### src/rtl/i2c_target_wr_rx.sv
// I2C target write receiver: oversamples SCL/SDA, detects START/STOP, matches the
// 7-bit address, ACKs through sda_t and hands each received byte to fabric logic.
module i2c_target_wr_rx #(
  parameter logic [6:0]  TARGET_ADDR = 7'h50,
  parameter int unsigned FILTER_LEN  = 4
) (
  input  logic       CLK,
  input  logic       RST,
  input  logic       en,
  input  logic       scl_i,
  input  logic       sda_i,
  output logic       sda_t,
  output logic [7:0] rx_data,
  output logic       rx_valid,
  input  logic       rx_ready,
  output logic       start_det,
  output logic       stop_det,
  output logic       addr_match,
  output logic       busy,
  output logic [2:0] o_dbg_state
);

  typedef enum logic [2:0] {
    S_IDLE     = 3'd0,
    S_ADDR     = 3'd1,
    S_ADDR_ACK = 3'd2,
    S_DATA     = 3'd3,
    S_DATA_ACK = 3'd4,
    S_IGNORE   = 3'd5
  } state_t;

  localparam logic [3:0] FILT_MAX = 4'(FILTER_LEN);

  // Index 0 carries SCL, index 1 carries SDA through the input path.
  logic [1:0]      w_pins;
  logic [1:0]      r_sync1;
  logic [1:0]      r_sync2;
  logic [1:0]      r_filt;
  logic [1:0]      r_filt_d;
  logic [1:0][3:0] r_fcnt;

  assign w_pins = {sda_i, scl_i};

  always_ff @(posedge CLK) begin
    if (RST) begin
      r_sync1  <= 2'b11;
      r_sync2  <= 2'b11;
      r_filt   <= 2'b11;
      r_filt_d <= 2'b11;
      r_fcnt   <= '0;
    end else begin
      r_sync1  <= w_pins;
      r_sync2  <= r_sync1;
      r_filt_d <= r_filt;
      for (int i = 0; i < 2; i++) begin
        if (r_sync2[i] == r_filt[i]) begin
          r_fcnt[i] <= '0;
        end else if (r_fcnt[i] + 4'd1 >= FILT_MAX) begin
          r_filt[i] <= r_sync2[i];
          r_fcnt[i] <= '0;
        end else begin
          r_fcnt[i] <= r_fcnt[i] + 4'd1;
        end
      end
    end
  end

  logic w_scl_f;
  logic w_sda_f;
  logic w_scl_rise;
  logic w_scl_fall;
  logic w_start;
  logic w_stop;

  assign w_scl_f    = r_filt[0];
  assign w_sda_f    = r_filt[1];
  assign w_scl_rise = w_scl_f & ~r_filt_d[0];
  assign w_scl_fall = ~w_scl_f & r_filt_d[0];
  assign w_start    = w_scl_f & r_filt_d[1] & ~w_sda_f;
  assign w_stop     = w_scl_f & ~r_filt_d[1] & w_sda_f;

  state_t     r_state, w_state;
  logic [3:0] r_bit_cnt, w_bit_cnt;
  logic [7:0] r_shift, w_shift;
  logic [7:0] w_shift_in;
  logic       r_sda_t, w_sda_t;
  logic       r_addr_match, w_addr_match;
  logic       r_busy, w_busy;
  logic [7:0] r_rx_data, w_rx_data;
  logic       r_rx_valid, w_rx_valid;
  logic       r_start_det, w_start_det;
  logic       r_stop_det, w_stop_det;
  logic       r_ack_flag, w_ack_flag;

  assign w_shift_in = {r_shift[6:0], w_sda_f};

  // Handshake: rx_valid is a single-cycle strobe with rx_data already loaded;
  // rx_ready is sampled only in that cycle and decides ACK (1) or NACK (0).
  always_comb begin
    w_state      = r_state;
    w_bit_cnt    = r_bit_cnt;
    w_shift      = r_shift;
    w_sda_t      = r_sda_t;
    w_addr_match = r_addr_match;
    w_busy       = r_busy;
    w_rx_data    = r_rx_data;
    w_rx_valid   = 1'b0;
    w_start_det  = 1'b0;
    w_stop_det   = 1'b0;
    w_ack_flag   = r_rx_valid ? rx_ready : r_ack_flag;

    if (w_stop) begin
      w_state      = S_IDLE;
      w_bit_cnt    = '0;
      w_sda_t      = 1'b1;
      w_addr_match = 1'b0;
      w_busy       = 1'b0;
      w_stop_det   = 1'b1;
    end else if (w_start) begin
      w_state      = S_ADDR;
      w_bit_cnt    = '0;
      w_sda_t      = 1'b1;
      w_addr_match = 1'b0;
      w_busy       = 1'b1;
      w_start_det  = 1'b1;
    end else begin
      case (r_state)
        S_ADDR: begin
          if (w_scl_rise && r_bit_cnt != 4'd8) begin
            w_shift   = w_shift_in;
            w_bit_cnt = r_bit_cnt + 4'd1;
          end else if (w_scl_fall && r_bit_cnt == 4'd8) begin
            if (r_shift[7:1] == TARGET_ADDR && !r_shift[0]) begin
              w_state      = S_ADDR_ACK;
              w_sda_t      = 1'b0;
              w_addr_match = 1'b1;
            end else begin
              w_state = S_IGNORE;
            end
          end
        end
        S_ADDR_ACK, S_DATA_ACK: begin
          if (w_scl_fall) begin
            w_state   = S_DATA;
            w_sda_t   = 1'b1;
            w_bit_cnt = '0;
          end
        end
        S_DATA: begin
          if (w_scl_rise && r_bit_cnt != 4'd8) begin
            w_shift   = w_shift_in;
            w_bit_cnt = r_bit_cnt + 4'd1;
            if (r_bit_cnt == 4'd7) begin
              w_rx_data  = w_shift_in;
              w_rx_valid = 1'b1;
            end
          end else if (w_scl_fall && r_bit_cnt == 4'd8) begin
            if (w_ack_flag) begin
              w_state = S_DATA_ACK;
              w_sda_t = 1'b0;
            end else begin
              w_state = S_IGNORE;
            end
          end
        end
        default: ;
      endcase
    end

    if (!en) begin
      w_state      = S_IDLE;
      w_bit_cnt    = '0;
      w_sda_t      = 1'b1;
      w_addr_match = 1'b0;
      w_busy       = 1'b0;
      w_rx_valid   = 1'b0;
      w_start_det  = 1'b0;
      w_stop_det   = 1'b0;
      w_ack_flag   = 1'b0;
    end
  end

  always_ff @(posedge CLK) begin
    if (RST) begin
      r_state      <= S_IDLE;
      r_bit_cnt    <= '0;
      r_shift      <= '0;
      r_sda_t      <= 1'b1;
      r_addr_match <= 1'b0;
      r_busy       <= 1'b0;
      r_rx_data    <= '0;
      r_rx_valid   <= 1'b0;
      r_start_det  <= 1'b0;
      r_stop_det   <= 1'b0;
      r_ack_flag   <= 1'b0;
    end else begin
      r_state      <= w_state;
      r_bit_cnt    <= w_bit_cnt;
      r_shift      <= w_shift;
      r_sda_t      <= w_sda_t;
      r_addr_match <= w_addr_match;
      r_busy       <= w_busy;
      r_rx_data    <= w_rx_data;
      r_rx_valid   <= w_rx_valid;
      r_start_det  <= w_start_det;
      r_stop_det   <= w_stop_det;
      r_ack_flag   <= w_ack_flag;
    end
  end

  assign sda_t       = r_sda_t;
  assign rx_data     = r_rx_data;
  assign rx_valid    = r_rx_valid;
  assign start_det   = r_start_det;
  assign stop_det    = r_stop_det;
  assign addr_match  = r_addr_match;
  assign busy        = r_busy;
  assign o_dbg_state = r_state;

endmodule

### config.mk
export PLATFORM = sky130hd
export DESIGN_NAME = i2c_target_wr_rx
export DESIGN_NICKNAME = d
export VERILOG_FILES = /design/src/rtl/i2c_target_wr_rx.sv
export SDC_FILE = /design/constraint.sdc
export NUM_CORES = 1
export LEC_CHECK = 0
export CORE_UTILIZATION = 54
export DETAILED_ROUTE_END_ITERATION = 8
export PLACE_DENSITY = 0.87
export SYNTH_ARGS = -nofsm -noshare
export SYNTH_HDL_FRONTEND = slang
export SYNTH_SLANG_ARGS = --single-unit
### constraint.sdc
create_clock -name CLK -period 2.4 [get_ports CLK]
set_input_delay 0.24 -clock CLK [delete_from_list [all_inputs] [get_ports CLK]]
set_output_delay 0.24 -clock CLK [all_outputs]
set_load 0.01 [all_outputs]
==> impl_metrics.tcl <==
# flow metrics
set metrics [dict create \
    p_int_mw 0.948 \
    nets 232 \
    min_path_type "reg2reg" \
    detailed_place.area_sq_um 2220 \
    worst-setup-path-type "reg2reg" \
    ctsHoldBuffers 0 \
    critPathCaptureType "register" \
    final_antenna_net_count 0 \
    crit_buf_inv 0 \
    avgSynthCellArea_sq_um 10.0 \
    rr_worst_depth 4 \
    worst_pin_slew_ns 0.579 \
    edf_count 0 \
    setup_viol 0 \
    ys_types 48 \
    via_per_inst 5.49 \
    top_logic_kind "simple AND/OR/NAND/NOR gates" \
    p_leak_nw 0.842 \
    drv_slew 0 \
    wl_per_cell_um 12.9 \
    maxPowerGroup "sequential cells" \
    switching_share_pct 22.9 \
    hold_violations 0 \
    grt_usage_pct 19.9 \
    signal_buffers 25 \
    regToRegSetupSlack_ns 0.43 \
    detailed_place_hpwl_um 2470 \
    ys_seq_share_pct 47.3 \
    antenna_found_initial 0 \
    busiest_layer "met2" \
    drtPass1Iterations 4 \
    cts_resized 0 \
    status "finished clean" \
    grt_use_met1_pct 26.6 \
    seq_area_sq_um 921 \
    layout-drive-gt1-share_pct 12.1 \
    area_growth_syn_to_layout_pct 17.4 \
    layout.cells.non_filler 269 \
    largestClassByArea "combinational gates" \
    die_y_um 62.0 \
    arrival_ns 2.26 \
    slowest_delay_ns 0.71 \
    xor_area_share_pct 2.76 \
    drv_cap 0 \
    met2_usage_pct 29.8 \
    switching_power_mw 0.282 \
    logic_area_sq_um 967 \
    fillCellCount 272 \
    cts_root_buffer "clkbuf_4" \
    crit_chain "nor4bb_1 -> a32oi_1 -> or3_1 -> a21oi_1" \
    gp_congestion 0.780 \
    setup_slack_ns 0.430 \
    io_pins 23 \
    powerDensity_nw_per_um2 538 \
    fa_ha_area_share_pct 2.57 \
    crit_required_ns 2.69 \
    ys_top_cells_by_count "dfxtp_1 (46), nor2_1 (28), mux2i_1 (17)" \
    drt_wl_total_um 3460 \
    comb_cells 135 \
    max_freq_mhz 508 \
    antenna_cells 0 \
    tap_cells 46 \
    syn_area_sq_um 1950 \
    clkTransAtPathRegs_ns 0.12 \
    rsz0062_at_grt "false" \
    post_synth_inst_count 194 \
    grt-ovfl-total 0 \
    cp.depth 4 \
    aoi_share_pct 13.7 \
    tns_ns 0 \
    die_area_sq_um 3850 \
    yosys_most_used_dff "dfxtp_1" \
    sh_seq_area_pct 40.3 \
    grt_pass1_vias 1226 \
    bufAreaShareNonClock_pct 10.6 \
    ys_sh_simple_pct 21.1 \
    p_comb_mw 0.0599 \
    core-area_sq_um 3390 \
    total_power_mw 1.23 \
    grt_max_degree 28 \
    peakVddDrop_uv 456 \
    grt_pass1_wl_um 5470 \
    initialDrtViolationCount 60 \
    inv_count 9 \
    crit_end "r_bit_cnt[3]$_SDFFE_PP0P_" \
]
cells in the final DEF (no fill, tap or decap), drive strengths merged, types with 3 or more instances in the layout:
cell	netlist	layout
mux2i	17	17
nand2	5	5
dfxtp	46	46
o21ai	4	4
nand3b	3	3
nor2	28	28
conb	1	4
ha	4	4
a21oi	9	9
buf	3	3
or3	4	4
inv	9	9
nor2b	5	5
clkdlybuf4s50	0	22
or2	6	6
nor3	5	5
clkbuf	4	6
state kept, by name, summed over array words and instances (netlist names), 2 cells and up:
name and flops:
r_shift 8, r_sync2 2, r_fcnt 8, r_filt 2, rx_data 8, r_bit_cnt 4
r_sync1 2, r_filt_d 2, o_dbg_state 3
layer usage:
layer / vias up / routed length [um]
li1: 740 / -
met1: 693 / 1720
met2: 35 / 1560
met3: 8 / 118
met4: 0 / 70
met5: - / 0
==> images/pdn.png <==
Pins as bars on the die edge.
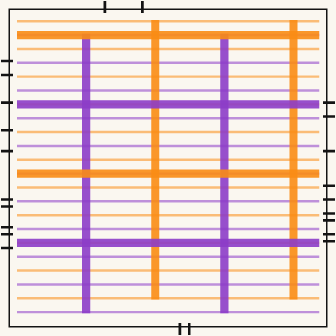
- orange: VDD
- purple: VSS
- signal pins: 23
- met4 straps: 4
- met5 straps: 4

==> images/cell_classes.png <==
Scale bar: 20 um.
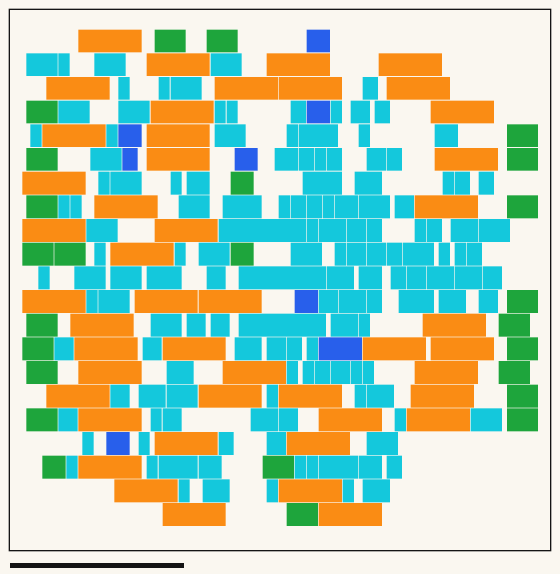
- cyan: all other logic (cells 144; share of their area 45%)
- orange: flops (cells 46; share of their area 41%)
- green: other buffers and delay cells (cells 25; share of their area 11%)
- blue: clock drivers and dummy loads (cells 8; share of their area 2.9%)

==> images/clock_map.png <==
Scale bar: 20 um.
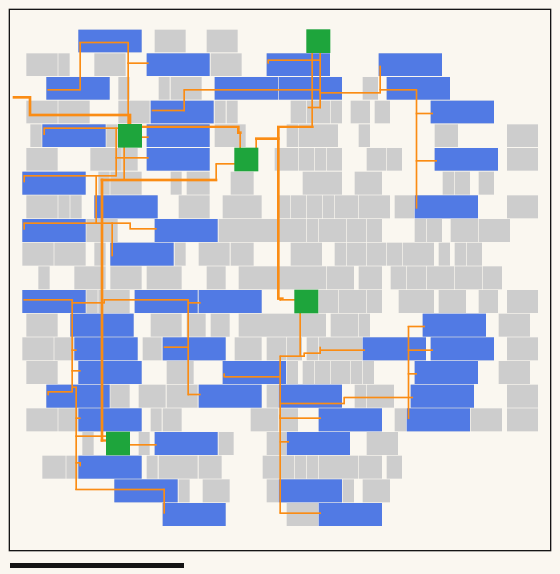
- green: cells driving clock nets (count 5)
- orange: clock wires (length 449 um)
- blue: flip-flops (count 46)
- flops lie: spread over the die
clk pwr: 0.379 mW
Setup Skew: 0.0102 ns
Clock Power Share: 30.8%
Clk Latency, worst-skew pair: 0.36 ns

==> images/metal_stack.png <==
Two of the layers only.
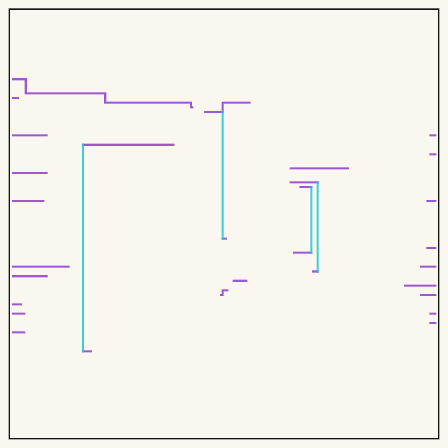
- purple: met3 (wire length 118 um)
- cyan: met4 (wire length 70.7 um)

==> images/final_clocks.png <==
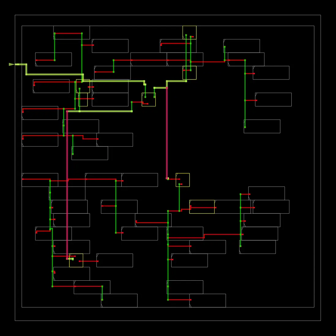
clk sinks: 46
Clock Buffer Count: 6
seq_cells: 46
Num CTS Buffers: 5

Power figures rest on the tool's default switching activity, not on a simulated workload.
